==> images/m3.png <==
The bar under the picture is 50 µm long.
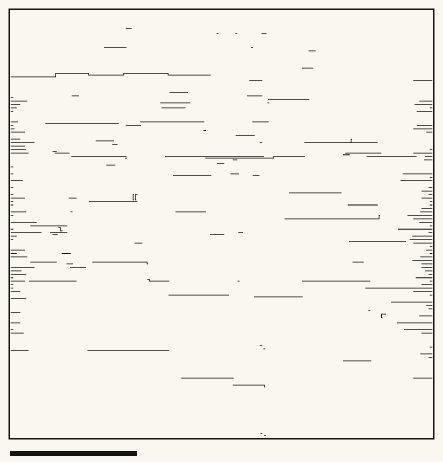
==> images/layers.png <==
The bar under the picture is 50 µm long.
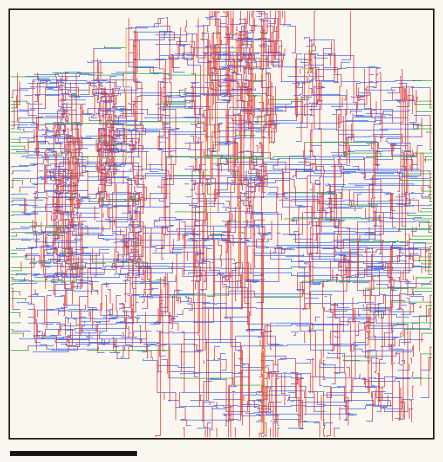
==> images/sizing.png <==
The bar under the picture is 50 µm long.
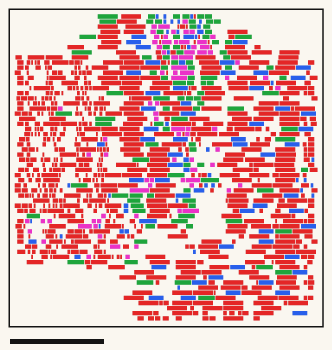
==> images/m4.png <==
Supply wires on this layer in gray.
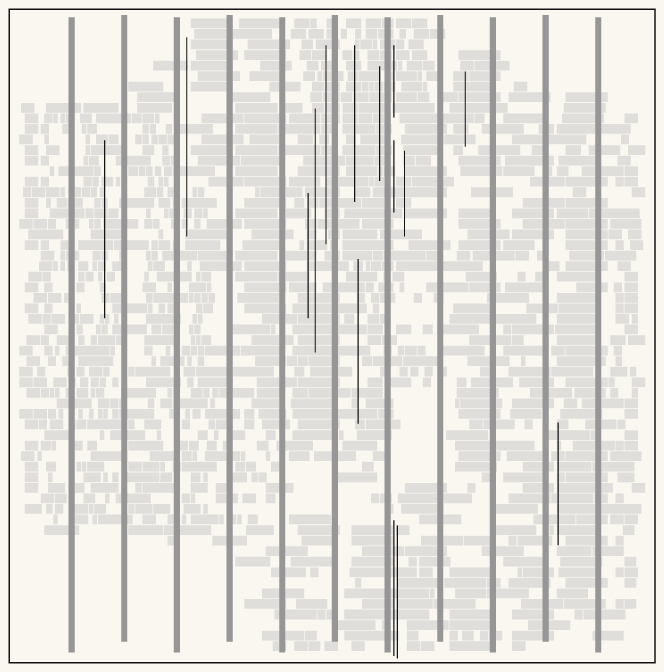
<file path="config.mk">
export PLATFORM = sky130hd
export DESIGN_NAME = fetch_queue_unit
export DESIGN_NICKNAME = d
export VERILOG_FILES = /design/src/rtl/fetch_queue_unit.sv
export SDC_FILE = /design/constraint.sdc
export NUM_CORES = 1
export LEC_CHECK = 0
export CAP_MARGIN = 25
export CORE_AREA = 2 2 164 166
export DETAILED_ROUTE_END_ITERATION = 8
export DIE_AREA = 0 0 166 168
export PLACE_DENSITY = 0.66
export SETUP_SLACK_MARGIN = 0.05
export SLEW_MARGIN = 20
export SYNTH_ARGS = -nofsm -noshare
export SYNTH_HDL_FRONTEND = slang
export SYNTH_SLANG_ARGS = --single-unit
</file>
<file path="constraint.sdc">
create_clock -name clk_in -period 3.25 [get_ports clk_in]
set_clock_uncertainty 0.15 [all_clocks]
set_input_delay 0.8125 -clock clk_in [delete_from_list [all_inputs] [get_ports clk_in]]
set_output_delay 0.8125 -clock clk_in [all_outputs]
set_load 0.01 [all_outputs]
</file>
<file path="src/rtl/fetch_queue_unit.sv">
// fetch_queue_unit: uDLX prefetch-queue fetch stage with redirect flush and in-flight discard.
// Define FETCH_PERF_CNT_EN to add perf_drop_cnt_out / perf_stall_cnt_out saturating counters.
module fetch_queue_unit #(
    parameter int PC_DATA_WIDTH = 20,
    parameter int INST_DATA_WIDTH = 32,
    parameter int INST_ADDR_WIDTH = 20,
    parameter logic [PC_DATA_WIDTH-1:0] PC_INITIAL_ADDRESS = '0,
    parameter int PC_INCREMENT = 2,
    parameter int QUEUE_DEPTH = 4,
    parameter int MAX_OUTSTANDING = 2
) (
    input  logic                       clk_in,
    input  logic                       rst_in,
    input  logic                       clk_en_in,
    input  logic                       select_new_pc_in,
    input  logic [PC_DATA_WIDTH-1:0]   new_pc_in,
    output logic                       inst_mem_req_out,
    output logic [INST_ADDR_WIDTH-1:0] inst_mem_addr_out,
    input  logic                       inst_mem_gnt_in,
    input  logic                       inst_mem_valid_in,
    input  logic [INST_DATA_WIDTH-1:0] inst_mem_data_in,
    output logic                       instruction_valid_out,
    input  logic                       instruction_ready_in,
    output logic [INST_DATA_WIDTH-1:0] instruction_reg_out,
    output logic [PC_DATA_WIDTH-1:0]   pc_out,
    output logic [PC_DATA_WIDTH-1:0]   new_pc_out
`ifdef FETCH_PERF_CNT_EN
    ,
    output logic [31:0]                perf_drop_cnt_out,
    output logic [31:0]                perf_stall_cnt_out
`endif
);
    localparam int AW = $clog2(QUEUE_DEPTH);
    localparam int CW = AW + 1;
    localparam logic [PC_DATA_WIDTH-1:0] PC_STEP = PC_DATA_WIDTH'(PC_INCREMENT);

    logic [PC_DATA_WIDTH-1:0] fetch_pc, resp_pc;
    logic [AW-1:0] wr_ptr, rd_ptr;
    logic [CW-1:0] count, outstanding, drop_cnt;
    logic [INST_DATA_WIDTH-1:0] inst_mem [QUEUE_DEPTH];
    logic [PC_DATA_WIDTH-1:0] pc_mem [QUEUE_DEPTH];
    logic grant, resp, discard, push, pop;

    always_comb begin
        inst_mem_req_out = !rst_in && clk_en_in && !select_new_pc_in &&
                           outstanding < CW'(MAX_OUTSTANDING) &&
                           ({1'b0, count} + {1'b0, outstanding}) < (CW+1)'(QUEUE_DEPTH);
        inst_mem_addr_out = rst_in ? '0 : fetch_pc[INST_ADDR_WIDTH-1:0];
        grant = inst_mem_req_out && inst_mem_gnt_in;
        resp = inst_mem_valid_in && outstanding != '0;
        discard = resp && (drop_cnt != '0 || select_new_pc_in);
        push = resp && !discard;
        instruction_valid_out = count != '0;
        pop = instruction_valid_out && instruction_ready_in && clk_en_in && !select_new_pc_in;
        instruction_reg_out = instruction_valid_out ? inst_mem[rd_ptr] : '0;
        pc_out = instruction_valid_out ? pc_mem[rd_ptr] : '0;
        new_pc_out = instruction_valid_out ? pc_mem[rd_ptr] + PC_STEP : '0;
    end

    always_ff @(posedge clk_in or posedge rst_in) begin
        if (rst_in) begin
            fetch_pc <= PC_INITIAL_ADDRESS;
            resp_pc <= PC_INITIAL_ADDRESS;
            wr_ptr <= '0;
            rd_ptr <= '0;
            count <= '0;
            outstanding <= '0;
            drop_cnt <= '0;
        end else begin
            outstanding <= outstanding + CW'(grant) - CW'(resp);
            if (select_new_pc_in) begin
                fetch_pc <= new_pc_in;
                resp_pc <= new_pc_in;
                wr_ptr <= '0;
                rd_ptr <= '0;
                count <= '0;
                // every reply still in flight after this edge is stale; older pending drops are among them
                drop_cnt <= outstanding + CW'(grant) - CW'(resp);
            end else begin
                if (grant) fetch_pc <= fetch_pc + PC_STEP;
                if (push) begin
                    resp_pc <= resp_pc + PC_STEP;
                    wr_ptr <= wr_ptr + 1'b1;
                end
                if (pop) rd_ptr <= rd_ptr + 1'b1;
                count <= count + CW'(push) - CW'(pop);
                drop_cnt <= drop_cnt - CW'(discard);
            end
        end
    end

    always_ff @(posedge clk_in) begin
        if (push) begin
            inst_mem[wr_ptr] <= inst_mem_data_in;
            pc_mem[wr_ptr] <= resp_pc;
        end
    end

`ifdef FETCH_PERF_CNT_EN
    always_ff @(posedge clk_in or posedge rst_in) begin
        if (rst_in) begin
            perf_drop_cnt_out <= '0;
            perf_stall_cnt_out <= '0;
        end else begin
            if (discard && perf_drop_cnt_out != '1) perf_drop_cnt_out <= perf_drop_cnt_out + 32'd1;
            if (!instruction_valid_out && clk_en_in && perf_stall_cnt_out != '1)
                perf_stall_cnt_out <= perf_stall_cnt_out + 32'd1;
        end
    end
`endif
endmodule

</file>
==> metrics.log <==
[flow] final metrics
INFO  metric status = finished with violations
INFO  metric violations = negative setup slack
INFO  metric htree_num_levels = 1
INFO  metric final_min_period_over_clock_period = 114%
INFO  metric dpl-instance-area = 0.0139 mm²
INFO  metric timing.critical_path.cells = buf_4 > buf_4 > mux4_2 > buf_6 > nand4_4 > nor4b_4 > xnor2_1 > nor2_1 > buf_2
INFO  metric layout_min_cycle_time = 3.70 ns
INFO  metric cpMostUsedCell = sky130_fd_sc_hd__buf_4
INFO  metric postSynthSeqShare = 65.5%
INFO  metric final.setup.worst_slack = -0.451 ns
INFO  metric critPathBufInv = 4
INFO  metric edff_count_synth = 208
INFO  metric timing_worst_slew_pin_value = 0.813 ns
INFO  metric worst_path_dominant_cell_family = simple AND/OR/NAND/NOR gates
INFO  metric antenna_found_initial = 0
INFO  metric number_of_nets_with_antenna_violations_after_detailed_routing = 0
INFO  metric max-slew-margin-rel = 45.3%
INFO  metric synth_flop_count = 261
INFO  metric path_class = register to primary output
INFO  metric antenna-diode-count = 0
INFO  metric synth_top_cell_by_count = sky130_fd_sc_hd__edfxtp_1
INFO  metric grt_pass1_vias = 7405
INFO  metric dr.pass1.iters = 5
INFO  metric post_drt_via_cell_ratio = 5.37
INFO  metric critPathMaxStageDelay = 0.48 ns
INFO  metric synthesis.instances = 755
INFO  metric route.detailed.wl_per_inst = 18.9 µm
INFO  metric final_hold_slack = 0.381 ns
INFO  metric ff_type = sky130_fd_sc_hd__edfxtp_1
INFO  metric worst_hold_path_type = register to register
INFO  metric area.sequential = 0.00758 mm²
INFO  metric routabilityCongestion = 0.822
INFO  metric topCellsByArea = sky130_fd_sc_hd__edfxtp_1 (54%), sky130_fd_sc_hd__dfrtp_1 (11%), sky130_fd_sc_hd__mux4_2 (8.4%), sky130_fd_sc_hd__and2_1 (2.9%), sky130_fd_sc_hd__mux4_1 (2.0%)
INFO  metric finalSetupViolCount = 49
INFO  metric yosys_cells = 755
INFO  metric finalHoldViolations = 0
INFO  metric netlist.area_leader.share = 54.1%
INFO  metric core_area = 0.0264 mm²
INFO  metric cts.sinks = 261
INFO  metric report.power.total = 9110 µW
INFO  metric asyncSetResetFlopFracSynth = 20.3%
INFO  metric grt_use_total = 18.2%
INFO  metric fp_nets = 832
INFO  metric post-route-cell-area = 0.0152 mm²
INFO  metric ir_worst_vdd = 381 µV
INFO  metric clock_tree.root_cell = sky130_fd_sc_hd__clkbuf_16
INFO  metric areaGrowthSynthToFinish = 31.5%
INFO  metric top_cells_by_count = sky130_fd_sc_hd__edfxtp_1 (208), sky130_fd_sc_hd__and2_1 (54), sky130_fd_sc_hd__dfrtp_1 (53)
INFO  metric multi_input_comb_area = 0.00382 mm²
INFO  metric wl = 25500 µm
INFO  metric std_cell_rows = 60
INFO  metric timing.fmax = 270 MHz
INFO  metric first_pass_grt_wire_length = 40500 µm
INFO  metric cp_slowest_cell = sky130_fd_sc_hd__dfrtp_4
INFO  metric pin_count = 153
INFO  metric pre_place_util = 43.8%
INFO  metric dpl.hpwl = 16300 µm
INFO  metric drt_first_iter_violations = 632
INFO  metric layout.nets = 1065
INFO  metric synth.yosys.warnings = 0
INFO  metric syn-mean-instance-area = 15.3 µm²
INFO  metric yosysUniqueCellTypes = 59
INFO  metric synth_area_leader_cell = sky130_fd_sc_hd__edfxtp_1
INFO  metric timing.critical_path.fanout_max = 4
INFO  metric chipWidth = 166 µm
INFO  metric final_max_slew_viol_count = 0
INFO  metric power_density = 599 mW/mm²
Notes on m3.png above:
wire length on this layer: 1290 µm
share of all routed wire: 5.1%
nets with wire on the layer: 147
longest straight run: 38.6 µm
main direction: horizontal

Notes on layers.png above:
| layer | color | wire length |
|---|---|---|
| M1 | blue | 11600 µm |
| M2 | red | 12100 µm |
| M3 | green | 1290 µm |
| M4 | orange | 531 µm |

Notes on sizing.png above:
| size | color | cells | most used |
|---|---|---|---|
| x2 | blue | 100 | mux4_2 |
| x1 and smaller | red | 731 | edfxtp_1 |
| x3 and x4 | magenta | 78 | buf_4 |
| x6 and larger | green | 99 | buf_6 |

Notes on m4.png above:
longest straight run: 62.6 µm
main direction: vertical
nets with wire on the layer: 12
share of all routed wire: 2.1%
wire length on this layer: 531 µm

## flip-flops by register name, summed over array words and instances (netlist names)
register / count
inst_mem: 128
count: 3
wr_ptr: 2
resp_pc: 20
outstanding: 3
drop_cnt: 3
pc_mem: 80
rd_ptr: 2
fetch_pc: 20
## stage by stage
step	setup WS, ns	TNS [ns]	cells	util, %
floorplan	0.0595	0	755	-
global placement	-0.174	-1.91	1272	52.6
detailed placement	-0.197	-2.26	1272	52.6
CTS	-0.413	-11.35	1343	57.0
global route	-0.546	-13.99	1349	57.7
finish	-0.451	-9.66	1349	57.7
## worst paths after layout
path	startpoint	end	slack (ns)	cells past startpoint
max	rd_ptr[0]$_DFFE_PP0P_	new_pc_out[12]	-0.45	9
min in group asynchronous	rst_in	fetch_pc[7]$_DFFE_PP0N_	0.74	4
max in group asynchronous	rst_in	rd_ptr[0]$_DFFE_PP0P_	1.95	4
max reg2reg	count[1]$_DFF_PP0_	drop_cnt[2]$_DFF_PP0_	0.56	12
min reg2reg	resp_pc[0]$_DFFE_PP0P_	pc_mem[2][0]$_DFFE_PP_	0.38	0
min	resp_pc[0]$_DFFE_PP0P_	pc_mem[2][0]$_DFFE_PP_	0.38	0
## final cells by class
class                      count  area share, %
timing repair buffer         241           15.8
clock buffer                  34           4.62
clock inverter                15           1.21
tap                          341           2.81
sequential                   261           49.9
multi-input combinational    434           25.1
inverter                      23          0.568
## metal layers
metal  up-vias  part of all wire [%]  global-route usage, %
met5         -                     0                      0
met2       239                    47                   29.4
met1      3622                    45                   26.0
li1       3347                     -                      -
met3        36                   5.1                   2.73
met4         0                   2.1                   5.18
## report_power, final
group          leakage, µW  internal [µW]  switching [µW]
sequential         0.00252           3840             201
combinational      0.00271           1050             966
clock             0.000425           1850            1210
total              0.00565           6730            2370
## layout by cell type (no fill, tap or decap), drive strengths merged, types with 6 or more instances in the layout
cell type      Yosys  final
nand2             52     52
dfrtp             53     53
a21oi             11     11
a31oi              8      8
xor2              12     12
nor2b             20     20
buf               17    124
clkbuf            20     37
mux4              52     52
and2              56     56
o311ai            12     12
and3              10     10
clkdlybuf4s50      0     93
edfxtp           208    208
nand4             14     14
ha                16     16
nor4               6      6
nand3             23     23
o21ai             37     37
inv               23     24
xnor2             11     11
nor3              10     10
clkinv             0      7
dlygate4sd2        0     16
nor2              47     47
o211ai             8      8
## logic make-up (layout without fill, tap and decap cells)
family                     count (synthesis)  count (layout)  synth area share [%]
and+or+nand+nor                          249             249                  12.1
xor gates and xnor gates                  23              23                  1.74
buffers and inverters                     60             313                  2.74
AOI/OAI and AO/OA                         87              87                  4.81
adders and majority gates                 18              18                  2.08
muxes                                     57              57                  11.0
DFF                                      261             261                  65.5
## repair_timing
action,in CTS,in global routing
hold buffers,0,0
buffers inserted,23,13
gates resized,250,49
setup endpoints to repair,74,72
pin swaps,31,21
Power figures rest on the tool's default switching activity, not on a simulated workload.
